===== src/rtl/dm_arb_pkg.sv =====
// Shared types and constants for the data-memory port arbiter and its write buffer.
package dm_arb_pkg;

    // One parked committed store.
    typedef struct packed {
        logic [31:0] addr;
        logic [31:0] data;
        logic [3:0]  bmask;
        logic        valid;
    } wb_entry_t;

    // DM bit write enables are active-low, so all-ones means "write nothing".
    localparam logic [31:0] DM_WEN_NONE = 32'hFFFF_FFFF;
    localparam int          LANE_W      = 8;

endpackage


===== src/rtl/dm_port_arbiter_if.sv =====
// Bundle of the LSU load port, committed-store port and data-memory port.
// The arbiter uses the slave view; requesters and the memory use the master view.
interface dm_port_arbiter_if;

    logic        ld_req_valid;
    logic        ld_req_ready;
    logic [31:0] ld_req_addr;
    logic [1:0]  ld_req_tag;
    logic        ld_resp_valid;
    logic [1:0]  ld_resp_tag;
    logic [31:0] ld_resp_data;

    logic        st_valid;
    logic        st_ready;
    logic [31:0] st_addr;
    logic [31:0] st_data;
    logic [3:0]  st_bmask;
    logic        wb_empty;

    logic [31:0] DM_rd_data;
    logic        DM_c_en;
    logic        DM_r_en;
    logic [31:0] DM_w_en;
    logic [31:0] DM_addr;
    logic [31:0] DM_w_data;

    modport slave (
        input  ld_req_valid, ld_req_addr, ld_req_tag,
        output ld_req_ready, ld_resp_valid, ld_resp_tag, ld_resp_data,
        input  st_valid, st_addr, st_data, st_bmask,
        output st_ready, wb_empty,
        input  DM_rd_data,
        output DM_c_en, DM_r_en, DM_w_en, DM_addr, DM_w_data
    );

    modport master (
        output ld_req_valid, ld_req_addr, ld_req_tag,
        input  ld_req_ready, ld_resp_valid, ld_resp_tag, ld_resp_data,
        output st_valid, st_addr, st_data, st_bmask,
        input  st_ready, wb_empty,
        output DM_rd_data,
        input  DM_c_en, DM_r_en, DM_w_en, DM_addr, DM_w_data
    );

endinterface


===== src/rtl/dm_write_buffer.sv =====
// Circular FIFO of committed stores with a per-entry word-address compare.
// With WB_FWD_EN defined it also reports the youngest matching entry for forwarding.
module dm_write_buffer
    import dm_arb_pkg::*;
#(
    parameter int WB_DEPTH = 4
) (
    input  logic                        clk,
    input  logic                        rst,
    input  logic                        push,
    input  logic [31:0]                 push_addr,
    input  logic [31:0]                 push_data,
    input  logic [3:0]                  push_bmask,
    input  logic                        pop,
    output wb_entry_t                   head_entry,
    output logic [$clog2(WB_DEPTH):0]   count,
    input  logic [29:0]                 cmp_word,
`ifdef WB_FWD_EN
    output logic                        fwd_full,
    output logic [31:0]                 fwd_data,
`endif
    output logic [WB_DEPTH-1:0]         match_vec
);

    localparam int PTR_W = $clog2(WB_DEPTH);

    wb_entry_t           entry_reg [WB_DEPTH];
    logic [PTR_W-1:0]    head_reg;
    logic [PTR_W-1:0]    tail_reg;
    logic [PTR_W:0]      count_reg;

    // Pointers wrap naturally because the depth is a power of two; count disambiguates full/empty.
    always_ff @(posedge clk) begin
        if (!rst) begin
            head_reg  <= '0;
            tail_reg  <= '0;
            count_reg <= '0;
        end else begin
            if (push) tail_reg <= tail_reg + 1'b1;
            if (pop)  head_reg <= head_reg + 1'b1;
            count_reg <= count_reg + (PTR_W+1)'(push) - (PTR_W+1)'(pop);
        end
    end

    // Entry storage: push writes at tail, pop retires the head entry's valid bit.
    always_ff @(posedge clk) begin
        if (!rst) begin
            for (int i = 0; i < WB_DEPTH; i++) entry_reg[i] <= '0;
        end else begin
            for (int i = 0; i < WB_DEPTH; i++) begin
                if (push && tail_reg == PTR_W'(i)) begin
                    entry_reg[i] <= '{addr: push_addr, data: push_data,
                                      bmask: push_bmask, valid: 1'b1};
                end else if (pop && head_reg == PTR_W'(i)) begin
                    entry_reg[i].valid <= 1'b0;
                end
            end
        end
    end

    // Word-granular hazard compare against every live entry.
    for (genvar gi = 0; gi < WB_DEPTH; gi++) begin : g_match
        assign match_vec[gi] = entry_reg[gi].valid && (entry_reg[gi].addr[31:2] == cmp_word);
    end

    assign head_entry = entry_reg[head_reg];
    assign count      = count_reg;

`ifdef WB_FWD_EN
    logic [PTR_W-1:0] scan_idx;

    // Walk oldest to youngest so the last match seen is the youngest one.
    always_comb begin
        fwd_full = 1'b0;
        fwd_data = '0;
        scan_idx = head_reg;
        for (int k = 0; k < WB_DEPTH; k++) begin
            scan_idx = head_reg + PTR_W'(k);
            if (match_vec[scan_idx]) begin
                fwd_full = &entry_reg[scan_idx].bmask;
                fwd_data = entry_reg[scan_idx].data;
            end
        end
    end
`endif

endmodule


===== src/rtl/dm_port_arbiter.sv =====
// Shares the single data-memory port between LSU loads and committed-store drain.
// Loads win by default; a drain is forced on full WB, starvation, address conflict
// or an idle load port. Optional macro WB_FWD_EN enables full-word store-to-load
// forwarding from the write buffer.
module dm_port_arbiter
    import dm_arb_pkg::*;
#(
    parameter int WB_DEPTH     = 4,
    parameter int STARVE_LIMIT = 3
) (
    input logic              clk,
    input logic              rst,
    dm_port_arbiter_if.slave bus
);

    localparam int CNT_W = $clog2(WB_DEPTH) + 1;
    localparam int STV_W = $clog2(STARVE_LIMIT + 1);

    wb_entry_t           head_entry;
    logic [CNT_W-1:0]    wb_count;
    logic [WB_DEPTH-1:0] match_vec;
    logic                wb_push;
    logic                wb_nonempty;
    logic                wb_full;
    logic                conflict;
    logic                fwd_hit;
    logic                blocked;
    logic                drain;
    logic                ld_dm_grant;
    logic                fwd_grant;
    logic                ld_grant;
    logic [31:0]         drain_wen;
    logic                dm_c_en;
    logic                dm_r_en;
    logic [31:0]         dm_w_en;
    logic [31:0]         dm_addr;
    logic [31:0]         dm_w_data;
    logic [STV_W-1:0]    starve_reg;
    logic                resp_valid_reg;
    logic [1:0]          resp_tag_reg;
    logic                unused_bits;
`ifdef WB_FWD_EN
    logic                wb_fwd_full;
    logic [31:0]         wb_fwd_data;
    logic                fwd_sel_reg;
    logic [31:0]         fwd_data_reg;
`endif

    assign wb_nonempty = (wb_count != '0);
    assign wb_full     = (wb_count == CNT_W'(WB_DEPTH));
    assign wb_push     = bus.st_valid && !wb_full;

    dm_write_buffer #(
        .WB_DEPTH (WB_DEPTH)
    ) u_wb (
        .clk        (clk),
        .rst        (rst),
        .push       (wb_push),
        .push_addr  (bus.st_addr),
        .push_data  (bus.st_data),
        .push_bmask (bus.st_bmask),
        .pop        (drain),
        .head_entry (head_entry),
        .count      (wb_count),
        .cmp_word   (bus.ld_req_addr[31:2]),
`ifdef WB_FWD_EN
        .fwd_full   (wb_fwd_full),
        .fwd_data   (wb_fwd_data),
`endif
        .match_vec  (match_vec)
    );

    assign conflict = |match_vec;
`ifdef WB_FWD_EN
    assign fwd_hit  = conflict && wb_fwd_full;
`else
    assign fwd_hit  = 1'b0;
`endif
    assign blocked  = conflict && !fwd_hit;

    // Active-low byte-lane write enables for the head entry.
    for (genvar gi = 0; gi < 4; gi++) begin : g_lane
        assign drain_wen[gi*LANE_W +: LANE_W] = {LANE_W{~head_entry.bmask[gi]}};
    end

    // Grant decision; a forwarded load leaves the port free, so the head drains alongside it.
    always_comb begin
        drain       = wb_nonempty && (wb_full || (starve_reg == STV_W'(STARVE_LIMIT)) ||
                                      !bus.ld_req_valid || blocked || fwd_hit);
        ld_dm_grant = bus.ld_req_valid && !drain;
        fwd_grant   = bus.ld_req_valid && fwd_hit;
        ld_grant    = ld_dm_grant || fwd_grant;
    end

    // DM port drive: drain, load read, or idle.
    always_comb begin
        dm_c_en   = 1'b0;
        dm_r_en   = 1'b1;
        dm_w_en   = DM_WEN_NONE;
        dm_addr   = '0;
        dm_w_data = '0;
        if (drain) begin
            dm_c_en   = 1'b1;
            dm_r_en   = 1'b0;
            dm_w_en   = drain_wen;
            dm_addr   = {head_entry.addr[31:2], 2'b00};
            dm_w_data = head_entry.data;
        end else if (ld_dm_grant) begin
            dm_c_en   = 1'b1;
            dm_addr   = {bus.ld_req_addr[31:2], 2'b00};
        end
    end

    // Starvation counter: counts loads that beat a waiting WB, saturating.
    always_ff @(posedge clk) begin
        if (!rst) begin
            starve_reg <= '0;
        end else if (drain || !wb_nonempty) begin
            starve_reg <= '0;
        end else if (ld_dm_grant && starve_reg != STV_W'(STARVE_LIMIT)) begin
            starve_reg <= starve_reg + 1'b1;
        end
    end

    // Response pipeline stage; data arrives from DM (or the forward latch) one cycle later.
    always_ff @(posedge clk) begin
        if (!rst) begin
            resp_valid_reg <= 1'b0;
            resp_tag_reg   <= '0;
`ifdef WB_FWD_EN
            fwd_sel_reg    <= 1'b0;
            fwd_data_reg   <= '0;
`endif
        end else begin
            resp_valid_reg <= ld_grant;
            if (ld_grant) resp_tag_reg <= bus.ld_req_tag;
`ifdef WB_FWD_EN
            fwd_sel_reg    <= fwd_grant;
            if (fwd_grant) fwd_data_reg <= wb_fwd_data;
`endif
        end
    end

    assign bus.ld_req_ready  = ld_grant;
    assign bus.ld_resp_valid = resp_valid_reg;
    assign bus.ld_resp_tag   = resp_tag_reg;
`ifdef WB_FWD_EN
    assign bus.ld_resp_data  = !resp_valid_reg ? 32'h0 :
                               (fwd_sel_reg ? fwd_data_reg : bus.DM_rd_data);
`else
    assign bus.ld_resp_data  = resp_valid_reg ? bus.DM_rd_data : 32'h0;
`endif
    assign bus.st_ready      = !wb_full;
    assign bus.wb_empty      = !wb_nonempty;
    assign bus.DM_c_en       = dm_c_en;
    assign bus.DM_r_en       = dm_r_en;
    assign bus.DM_w_en       = dm_w_en;
    assign bus.DM_addr       = dm_addr;
    assign bus.DM_w_data     = dm_w_data;

    // Byte-offset bits and the head valid flag carry no information for the port.
    assign unused_bits = ^{bus.ld_req_addr[1:0], head_entry.addr[1:0], head_entry.valid};

endmodule


===== src/flat_wrapper.sv =====
// flat-port wrapper written by rule: the top's interface ports become plain ports
module dm_port_arbiter_flat import dm_arb_pkg::*;
#(
    parameter int WB_DEPTH     = 4,
    parameter int STARVE_LIMIT = 3
)
  (clk, rst, bus_ld_req_valid, bus_ld_req_addr, bus_ld_req_tag, bus_ld_req_ready, bus_ld_resp_valid, bus_ld_resp_tag, bus_ld_resp_data, bus_st_valid, bus_st_addr, bus_st_data, bus_st_bmask, bus_st_ready, bus_wb_empty, bus_DM_rd_data, bus_DM_c_en, bus_DM_r_en, bus_DM_w_en, bus_DM_addr, bus_DM_w_data);
  dm_port_arbiter_if bus_i ();
  input logic clk;
  input logic rst;
  input wire logic [$bits(bus_i.ld_req_valid)-1:0] bus_ld_req_valid;
  input wire logic [$bits(bus_i.ld_req_addr)-1:0] bus_ld_req_addr;
  input wire logic [$bits(bus_i.ld_req_tag)-1:0] bus_ld_req_tag;
  output wire logic [$bits(bus_i.ld_req_ready)-1:0] bus_ld_req_ready;
  output wire logic [$bits(bus_i.ld_resp_valid)-1:0] bus_ld_resp_valid;
  output wire logic [$bits(bus_i.ld_resp_tag)-1:0] bus_ld_resp_tag;
  output wire logic [$bits(bus_i.ld_resp_data)-1:0] bus_ld_resp_data;
  input wire logic [$bits(bus_i.st_valid)-1:0] bus_st_valid;
  input wire logic [$bits(bus_i.st_addr)-1:0] bus_st_addr;
  input wire logic [$bits(bus_i.st_data)-1:0] bus_st_data;
  input wire logic [$bits(bus_i.st_bmask)-1:0] bus_st_bmask;
  output wire logic [$bits(bus_i.st_ready)-1:0] bus_st_ready;
  output wire logic [$bits(bus_i.wb_empty)-1:0] bus_wb_empty;
  input wire logic [$bits(bus_i.DM_rd_data)-1:0] bus_DM_rd_data;
  output wire logic [$bits(bus_i.DM_c_en)-1:0] bus_DM_c_en;
  output wire logic [$bits(bus_i.DM_r_en)-1:0] bus_DM_r_en;
  output wire logic [$bits(bus_i.DM_w_en)-1:0] bus_DM_w_en;
  output wire logic [$bits(bus_i.DM_addr)-1:0] bus_DM_addr;
  output wire logic [$bits(bus_i.DM_w_data)-1:0] bus_DM_w_data;
  assign bus_i.ld_req_valid = bus_ld_req_valid;
  assign bus_i.ld_req_addr = bus_ld_req_addr;
  assign bus_i.ld_req_tag = bus_ld_req_tag;
  assign bus_ld_req_ready = bus_i.ld_req_ready;
  assign bus_ld_resp_valid = bus_i.ld_resp_valid;
  assign bus_ld_resp_tag = bus_i.ld_resp_tag;
  assign bus_ld_resp_data = bus_i.ld_resp_data;
  assign bus_i.st_valid = bus_st_valid;
  assign bus_i.st_addr = bus_st_addr;
  assign bus_i.st_data = bus_st_data;
  assign bus_i.st_bmask = bus_st_bmask;
  assign bus_st_ready = bus_i.st_ready;
  assign bus_wb_empty = bus_i.wb_empty;
  assign bus_i.DM_rd_data = bus_DM_rd_data;
  assign bus_DM_c_en = bus_i.DM_c_en;
  assign bus_DM_r_en = bus_i.DM_r_en;
  assign bus_DM_w_en = bus_i.DM_w_en;
  assign bus_DM_addr = bus_i.DM_addr;
  assign bus_DM_w_data = bus_i.DM_w_data;
  dm_port_arbiter #(.WB_DEPTH(WB_DEPTH), .STARVE_LIMIT(STARVE_LIMIT)) u_core (.clk(clk), .rst(rst), .bus(bus_i));
endmodule

===== config.mk =====
export PLATFORM = sky130hd
export DESIGN_NAME = dm_port_arbiter_flat
export DESIGN_NICKNAME = d
export VERILOG_FILES = /design/src/rtl/dm_arb_pkg.sv /design/src/rtl/dm_port_arbiter_if.sv /design/src/rtl/dm_write_buffer.sv /design/src/rtl/dm_port_arbiter.sv /design/src/flat_wrapper.sv
export SDC_FILE = /design/constraint.sdc
export NUM_CORES = 1
export LEC_CHECK = 0
export ABC_AREA = 1
export CAP_MARGIN = 10
export CELL_PAD_IN_SITES_DETAIL_PLACEMENT = 1
export CELL_PAD_IN_SITES_GLOBAL_PLACEMENT = 1
export CORE_MARGIN = 2
export CORE_UTILIZATION = 36
export DETAILED_ROUTE_END_ITERATION = 8
export GPL_TIMING_DRIVEN = 0
export PLACE_DENSITY_LB_ADDON = 0.12
export SYNTH_ARGS = -nofsm -noshare
export SYNTH_HDL_FRONTEND = slang
export SYNTH_SLANG_ARGS = --single-unit

===== constraint.sdc =====
create_clock -name clk -period 6.45 [get_ports clk]
set_input_delay 1.29 -clock clk [delete_from_list [all_inputs] [get_ports clk]]
set_output_delay 1.29 -clock clk [all_outputs]
set_load 0.02 [all_outputs]

==> flow_summary.yaml <==
# yosys + openroad results
run_status:
  status: "finished, final reports clean"
worst_setup_path:
  arrival_ns: 4.60
  crit_top_cell: "nand2_1"
  worstPathMaxFanout: 10
  critical_path_class: "in2out"
  cp-start-kind: "input port"
  worstPathCellList: "clkdlybuf4s50_1, inv_2, nand2_1, nand2_1, nor2_1, nand2_1, nor2_1, nand2_1, nor2_1, nor2_2, nand3_4, nand2_4, inv_4, buf_6, nand2_1, o21ai_0, clkdlybuf4s50_1"
  crit_path_end_kind: "output pin"
  slowest_stage: "clkdlybuf4s50_1"
  crit_required_ns: 5.16
  cpPeakStageDelay_ns: 0.69
synth:
  top_cell_area_share_pct: 53.3
  syn_area_um2: 15100
  synth_area_per_cell_um2: 8.16
  yosysWarnings: 0
  ys_types: 36
  synth.area.top_cells: "edfxtp_1 53%, nor2_1 12%, nand2_1 8.8%, o21ai_0 6.3%, inv_1 5.4%"
  synth-xor-area-share_pct: 0.870
  edf_count: 268
  flop_cell: "edfxtp_1"
  synth_dominant_cell_count: "nor2_1"
  largest_area_cell: "edfxtp_1"
  async_flop_share_pct: 0
  synth_cells: 1851
  ys_sh_aoi_pct: 10.4
  ys_cells: 1851
  synth_flops: 282
  ys_sh_simple_pct: 22.5
  synth_chip_area_um2: 15100
  seq_area_frac_synth_pct: 55.2
  mux_share_pct: 0
  ys_sh_adder_pct: 1.04
  top_logic_kind: "simple AND/OR/NAND/NOR gates"
  netlist_top_cells_count: "490 x nor2_1, 353 x nand2_1, 268 x edfxtp_1, 218 x inv_1, 189 x o21ai_0"
final_timing:
  period_used_pct: 91.4
  setup_viol: 0
  min_period_ns: 5.89
  drv_slew: 0
  rsz0062_at_grt: "false"
  whs_ns: 0.490
  setup_tns_ns: 0
  max_freq_mhz: 170
  hold_violations: 0
  relSlewSlack_pct: 34.7
  tightest_slew_ns: 0.979
flow_run:
  warnings: 37
  drv_cap: 0
clock_network:
  clockRootBuffer: "clkbuf_16"
  clockBufferDepth: 3
  clk_latency_ns: 0.53
  postCtsSetupBuffers: 0
  clk_pin_slew_ns: 0.05
  ctsHoldBuffers: 0
  cts-resized-gates: 0
  cts_max_level: 2
  cts_tree: "built"
place:
  place.detailed.hpwl_mm: 44.6
  portBuffers: 267
  place_congestion: 0.901
floorplan:
  fp.dieW_um: 209
  rows: 75
  die-area_um2: 43600
  fp_util_pct: 36.2
  fp.dieH_um: 209
  io_pins: 274
final_layout:
  layout.nets: 2321
  largest_reg_flops: 268
  synthToLayoutAreaGrowth_pct: 32.4
  drive_gt1_share_pct: 6.88
  diodes: 0
routing:
  drt-initial-drc-count: 990
  vias: 13900
  wl_mm: 60.6
  drt-pass1-iter-count: 7
  drc: 0
  vias_per_cell: 5.08
  detail-route-antenna-nets: 0
global_route:
  grt_pass1_wl_mm: 88.8
  grt_max_degree: 22
  grt_pass1_vias: 14300
  grt-ovfl-total: 0
  antenna_found_initial: 3
power:
  ir_worst_vdd_mv: 0.159
  p_leak_nw: 8.55
  power_mw: 7.44
  powerDensity_nw_per_um2: 372
worst_hold_path:
  hold_path_class: "reg2reg"
-- report_power, final --
group / internal [mW] / switching, mW / total (mW) / leakage (nW)
clock network: 1.14 / 0.778 / 1.92 / 0.533
registers: 2.26 / 0.114 / 2.37 / 2.92
logic: 1.14 / 2.01 / 3.15 / 5.09
total: 4.54 / 2.90 / 7.44 / 8.55
-- metrics by stage --
step                cell area (um^2)  instances  setup slack, ns
detailed placement             18900       2673            0.579
floorplan                      15100       1852           -0.524
finish                         20000       2735            0.557
CTS                            20000       2735            0.568
global route                   20000       2735            0.355
global placement               18400       2658            -5.95
-- critical path: cells and delay by family --
kind	cells	cell delay [ns]
buffers and inverters	5	1.80
and+or+nand+nor	11	1.32
AOI/OAI and AO/OA	1	0.17
-- cell usage in the layout, fill, tap and decap left out, drive strengths merged, types with 3 or more instances in the layout --
cell type	synthesis	layout
or2	6	6
o21ai	207	207
nand2	356	356
a31o	4	4
xor2	4	4
buf	72	87
inv	238	239
nor2	491	491
clkdlybuf4s50	0	267
clkinv	1	12
clkbuf	43	90
dfxtp	14	14
bufinv	0	3
nand4	9	9
edfxtp	268	268
ha	11	11
a21oi	90	90
nand3	6	6
xnor2	11	11
o22ai	5	5
nor3	9	9
-- final timing paths --
path | from | to | slack [ns] | cells past startpoint
worst max register to register | u_core.u_wb.entry_reg[1][63]$_SDFFCE_PN0P_ | u_core.u_wb.count[2]$_SDFF_PN0_ | 3.13 | 20
worst max-delay path | bus_ld_req_addr[26] | bus_DM_addr[10] | 0.56 | 17
worst min register to register | u_core.bus.ld_resp_tag[0]$_SDFFE_PN0P_ | u_core.bus.ld_resp_tag[0]$_SDFFE_PN0P_ | 0.49 | 2
worst min-delay path | u_core.bus.ld_resp_tag[0]$_SDFFE_PN0P_ | u_core.bus.ld_resp_tag[0]$_SDFFE_PN0P_ | 0.49 | 2
-- final cells by class --
type | count | area, um^2
buffer | 115 | 618
clock buffer | 47 | 931
clock inverter | 15 | 169
fill | 4988 | 21700
inverter | 239 | 900
multi-input combinational | 1216 | 5300
sequential | 282 | 8330
tap | 539 | 674
timing repair buffer | 282 | 3070
-- per-layer routing --
metal | vias up | track usage [%] | share of wire (%)
li1 | 6522 | - | -
met1 | 6793 | 34.8 | 41
met2 | 458 | 48.5 | 49
met3 | 122 | 3.68 | 5.7
met4 | 6 | 9.63 | 3.4
met5 | - | 0 | 0.076
-- cell families (layout without fill, tap and decap cells) --
logic type | Yosys count | count (layout)
buffers and inverters | 354 | 698
AND/OR/NAND/NOR | 879 | 879
XOR/XNOR | 15 | 15
adder cells (fa/ha/maj) | 12 | 12
flip-flops | 282 | 282
other | 1 | 2
AND-OR/OR-AND | 308 | 308
==> images/metal_density.png <==
21 x 21 tiles, from dark blue (low) to red (high), scaled to the fullest tile. Values are wire area over tile area, all layers added.
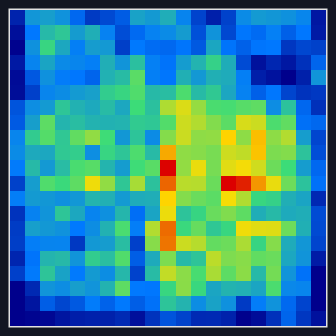
mean over tiles = 0.22
fullest tile = 0.61
nearly empty tiles = 2.5%
Total GRT Usage: 27.5%
DR WL/cell: 22.2 um

==> images/clk_routes.png <==
Scale bar: 50 um.
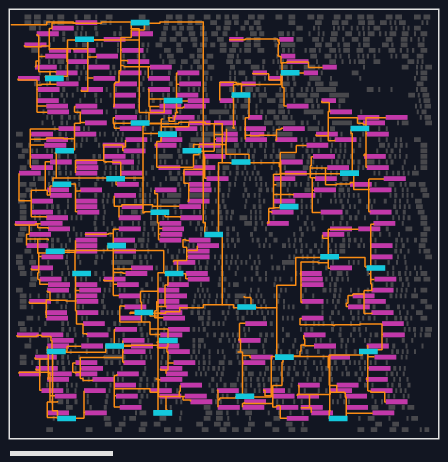
clock drivers -> cyan  # count 35
clock wires -> orange  # length 3,990 um
flip-flops -> magenta  # count 282
routed clock nets = 36
flops lie = spread over the die

==> images/clocks.png <==
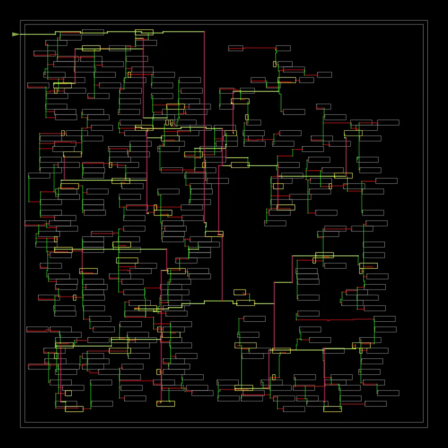
Clock Sink Count: 282
Final Skew: 0.0190 ns
clock buffer count from CTS: 35

==> images/placement_by_type.png <==
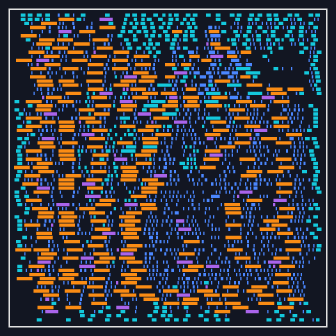
combinational and other logic -> blue  # cells 1,455, share of their area 32%
other buffers and delay cells -> cyan  # cells 397, share of their area 19%
flops -> orange  # cells 282, share of their area 43%
clock drivers and dummy loads -> purple  # cells 62, share of their area 5.7%
core box area: 41,700 um^2
fin area: 20,000 um^2
fin util: 48.0%

==> images/layer_met4.png <==
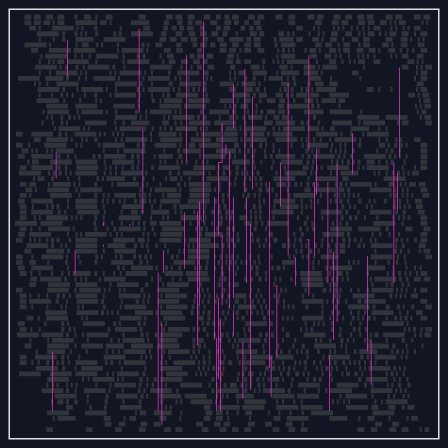
longest straight run = 97.8 um
wire length on this layer = 2,070 um

No activity file was given, so power comes from the tool's default toggle rates.
